Fig. 1: met4 routing
The bar under the picture is 50 µm long.
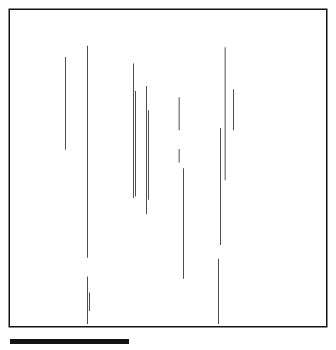
Fig. 2: placed cells, one color a class
The bar under the picture is 50 µm long. Fill, decap, tap and diode cells in gray.
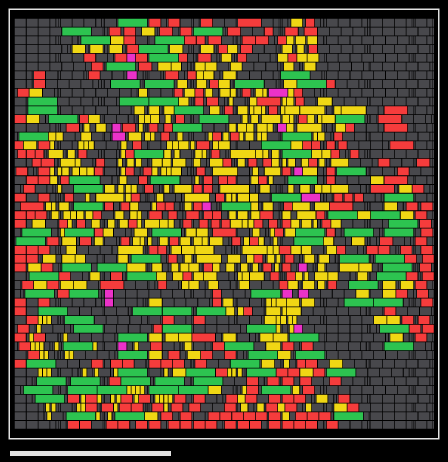
Fig. 3: selected gate families
The bar under the picture is 50 µm long.
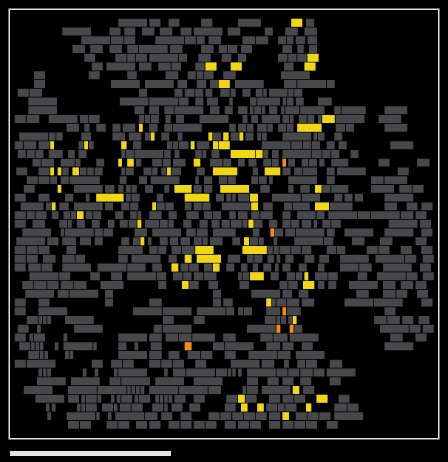
Fig. 4: metal layers overlaid
The bar under the picture is 50 µm long.
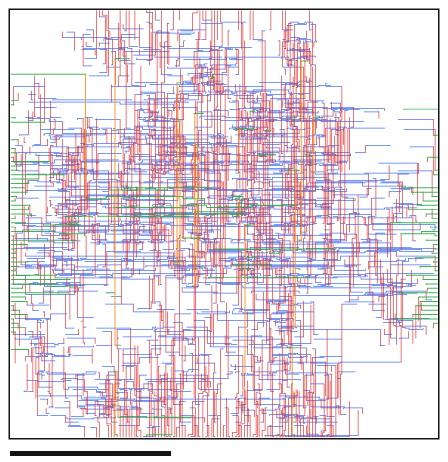
## src/rtl/busca_instrucao.sv

```systemverilog
// Instruction fetch stage: streams words from a synchronous instruction memory,
// handles redirects, stalls and halt. Define FETCH_COUNT_EN to add the instrCount port.
module busca_instrucao #(
    parameter int unsigned SIZE        = 500,
    parameter logic [5:0]  HALT_OPCODE = 6'b010111
) (
    input  logic        clock,
    input  logic        reset,
    output logic [31:0] endInstr,
    input  logic [31:0] pcInstr,
    input  logic [31:0] posMem,
    input  logic        jumpEn,
    input  logic [31:0] jumpAddr,
    input  logic        stall,
    output logic [31:0] instr,
    output logic [31:0] instrPc,
    output logic        instrValid,
    output logic        halted
`ifdef FETCH_COUNT_EN
    ,
    output logic [31:0] instrCount
`endif
);

    localparam logic [31:0] LAST_ADDR = 32'(SIZE - 1);
    localparam logic [31:0] ADDR_LIM  = 32'(SIZE);

    typedef enum logic [1:0] {
        ST_BOOT,
        ST_RUN,
        ST_HALT
    } state_t;

    state_t      r_state;
    logic [31:0] r_expPc;
    logic [31:0] r_instr;
    logic [31:0] r_instrPc;
    logic        r_valid;
    logic        r_halted;

    logic        w_run;
    logic        w_jump;
    logic        w_jumpOk;
    logic        w_match;
    logic        w_ready;
    logic        w_capture;
    logic        w_isHalt;
    logic [31:0] w_nextPc;

    assign w_run     = (r_state == ST_RUN);
    assign w_jump    = w_run && jumpEn;
    assign w_jumpOk  = (jumpAddr < ADDR_LIM);
    assign w_match   = (posMem == r_expPc);
    assign w_ready   = !r_valid || !stall;
    // A redirect takes priority: the word arriving this cycle belongs to the old path.
    assign w_capture = w_run && w_match && w_ready && !jumpEn;
    assign w_isHalt  = (pcInstr[31:26] == HALT_OPCODE);
    assign w_nextPc  = (r_expPc == LAST_ADDR) ? 32'd0 : r_expPc + 32'd1;

    // Address issued now is answered next cycle, so streaming asks for the word after the one captured.
    always_comb begin
        endInstr = r_expPc;
        if (w_jump && w_jumpOk) begin
            endInstr = jumpAddr;
        end else if (w_capture) begin
            endInstr = w_nextPc;
        end
    end

    always_ff @(posedge clock or posedge reset) begin
        if (reset) begin
            r_state   <= ST_BOOT;
            r_expPc   <= 32'd0;
            r_instr   <= 32'd0;
            r_instrPc <= 32'd0;
            r_valid   <= 1'b0;
            r_halted  <= 1'b0;
        end else begin
            case (r_state)
                ST_BOOT: begin
                    r_state <= ST_RUN;
                end
                ST_RUN: begin
                    if (w_jump) begin
                        r_valid <= 1'b0;
                        if (w_jumpOk) begin
                            r_expPc <= jumpAddr;
                        end else begin
                            r_state  <= ST_HALT;
                            r_halted <= 1'b1;
                        end
                    end else if (w_capture) begin
                        r_instr   <= pcInstr;
                        r_instrPc <= posMem;
                        r_valid   <= 1'b1;
                        r_expPc   <= w_nextPc;
                        if (w_isHalt) begin
                            r_state  <= ST_HALT;
                            r_halted <= 1'b1;
                        end
                    end else begin
                        r_valid <= r_valid && stall;
                    end
                end
                ST_HALT: begin
                    r_valid <= r_valid && stall;
                end
                default: begin
                    r_state <= ST_BOOT;
                end
            endcase
        end
    end

`ifdef FETCH_COUNT_EN
    logic [31:0] r_count;

    always_ff @(posedge clock or posedge reset) begin
        if (reset) begin
            r_count <= 32'd0;
        end else if (w_capture) begin
            r_count <= r_count + 32'd1;
        end
    end

    assign instrCount = r_count;
`endif

    assign instr      = r_instr;
    assign instrPc    = r_instrPc;
    assign instrValid = r_valid;
    assign halted     = r_halted;

endmodule
```

## config.mk

```make
export PLATFORM = sky130hd
export DESIGN_NAME = busca_instrucao
export DESIGN_NICKNAME = d
export VERILOG_FILES = /design/src/rtl/busca_instrucao.sv
export SDC_FILE = /design/constraint.sdc
export NUM_CORES = 1
export LEC_CHECK = 0
export CAP_MARGIN = 20
export CORE_UTILIZATION = 32
export CTS_BUF_LIST = sky130_fd_sc_hd__clkbuf_4
export CTS_CLUSTER_SIZE = 16
export DETAILED_ROUTE_END_ITERATION = 6
export PLACE_DENSITY = 0.69
export SYNTH_ARGS = -nofsm -noshare
export SYNTH_HDL_FRONTEND = slang
export SYNTH_SLANG_ARGS = --single-unit
export TNS_END_PERCENT = 5
```

## constraint.sdc

```tcl
create_clock -name clock -period 2.7 [get_ports clock]
set_input_delay 0.27 -clock clock [delete_from_list [all_inputs] [get_ports clock]]
set_output_delay 0.27 -clock clock [all_outputs]
set_load 0.05 [all_outputs]
```

==> results.ini <==
[drt]
routed_via_density = 5.19
drtIter0Drc = 358
antenna_left = 0

[power]
p_comb_frac = 0.167
internal_power_mw = 1.98
p_per_area_nw_per_um2 = 309

[synth]
yosysTopAreaCell = dfrtp_1
yosysWarnings = 0
synthTopCellsByCount = dfrtp_1 (100), nand2_1 (79), mux2_2 (50), a31oi_1 (25), xor2_1 (24)
syn_inst = 547

[global_route]
grt_pass1_vias = 5815
gr-total-overflow = 0
antenna_found_initial = 0

[timing]
slew_headroom = 0.642
finalMaxSlewViolations = 0
setup_viol = 32
fin_ws_ns = -0.803

[setup_path]
crit_required_ns = 2.43
r2r_end = instrPc[28]
crit_path_max_fanout = 7

[cts]
hold_buffers = 0
clockBufferDepth = 2

[status]
violations = negative setup slack
status = complete, but fails checks

[run]
cap_viol_max_count = 0

About Fig. 1:
longest straight run	89.1 µm
wire length on this layer	561 µm
nets with wire on the layer	14
main direction	vertical
via count: 5555
routed wire length: 19800 µm

About Fig. 2:
color	class	cells	share of their area
red	remaining buffers and delay cells	319	34%
magenta	clock drivers and dummy loads	16	1.6%
yellow	combinational and other logic	415	36%
green	sequential cells	100	28%

About Fig. 3:
color	family	cells
orange	inv cells	6
yellow	nor cells	65
Top cell excl fill/tap: clkdlybuf4s50_1
fraction of area in multi-input gates: 0.345
final non-filler cell total: 1070

About Fig. 4:
color	layer	wire length
green	metal 3	921 µm
blue	metal 1	8720 µm
orange	metal 4	561 µm
red	metal 2	9610 µm
WL/cell: 18.5 µm
gr usage total: 0.228

-- routing by layer --
metal / vias to the layer above / track usage / share of wire
met1: 2711 / 0.297 / 0.44
met5: - / 0 / 0
li1: 2626 / - / -
met2: 183 / 0.382 / 0.49
met3: 35 / 0.0327 / 0.046
met4: 0 / 0.0890 / 0.028
-- cell families (layout without fill, tap and decap cells) --
group           count (synthesis)  count (layout)  synth area share
simple gates                  221             221             0.223
compound gates                100             100             0.125
flops                         100             100             0.454
mux                            50              50             0.102
buf+inv                        38             341            0.0318
xor+xnor                       33              33            0.0525
fa+ha+maj                       5               5            0.0114
-- how the worst max path moves through the flow --
stage                      startpoint           to  cells past startpoint
after CTS                 r_expPc[13]  endInstr[2]                      9
after global routing      r_expPc[16]  endInstr[2]                      9
after detailed placement   posMem[16]  endInstr[2]                     10
after global placement     posMem[16]  endInstr[5]                      8
final                     r_expPc[16]  endInstr[2]                      9
after floorplan           r_expPc[16]  endInstr[3]                      8
-- cells in the final DEF (no fill, tap or decap), drive strengths merged, types with 4 or more instances in the layout --
cell type,count
a211o,12
buf,154
clkdlybuf4s50,165
nand4,12
dfrtp,100
mux2,50
a31oi,25
a21oi,11
clkbuf,9
nand2,79
a2bb2oi,6
nand3,22
xnor2,9
nor4,21
ha,5
and3,13
or4,9
xor2,24
o211ai,9
nor3,15
nor2,20
or3,5
o21ai,20
nand2b,4
inv,9
-- through the flow --
step / total power, mW / setup TNS [ns] / instances
6_report: 2.83 / -19.63 / 1070
5_1_grt: 2.96 / -24.66 / 1070
4_1_cts: 2.87 / -20.39 / 1068
3_5_place_dp: 2.02 / -34.58 / 1048
3_3_place_gp: 2.00 / -30.43 / 1048
2_1_floorplan: 1.74 / -24.24 / 547
-- area by class of cell --
class,instances,area (µm²)
fill,1503,7550
multi-input combinational,409,3160
timing repair buffer,319,3040
sequential,100,2500
tap,220,275
clock inverter,7,77.6
clock buffer,9,67.6
inverter,6,25.0
-- worst max-delay path, cell delays in order (launching register included) --
cell,delay (ns)
dfrtp_1,0.45
xor2_2,0.18
or4_4,0.56
nor4_4,0.34
buf_4,0.17
nand4_1,0.15
buf_6,0.20
nor4b_4,0.30
o31a_1,0.24
buf_12,0.16
-- flip-flops by register name, indices dropped and copies added, names as in the netlist --
register and cells:
halted 1, instr 32, instrPc 32, instrValid 1, r_expPc 32, r_state 2
-- power by group through the flow --
stage	Sequential (mW)	Combinational, mW	Clock, mW
after floorplan	1.55	0.193	0
after global placement	1.55	0.446	0
after detailed placement	1.56	0.464	0
after CTS	1.53	0.473	0.865
after global routing	1.53	0.521	0.912
final	1.53	0.472	0.829
-- timing repair --
item                                    CTS  global route
buffers inserted                          4             2
endpoints found under the hold margin     0             0
pin swaps                                20            11
gates resized                            50            15
endpoints found under the setup margin   34            50
cloned                                    0             0
Power and IR drop assume default switching activity.
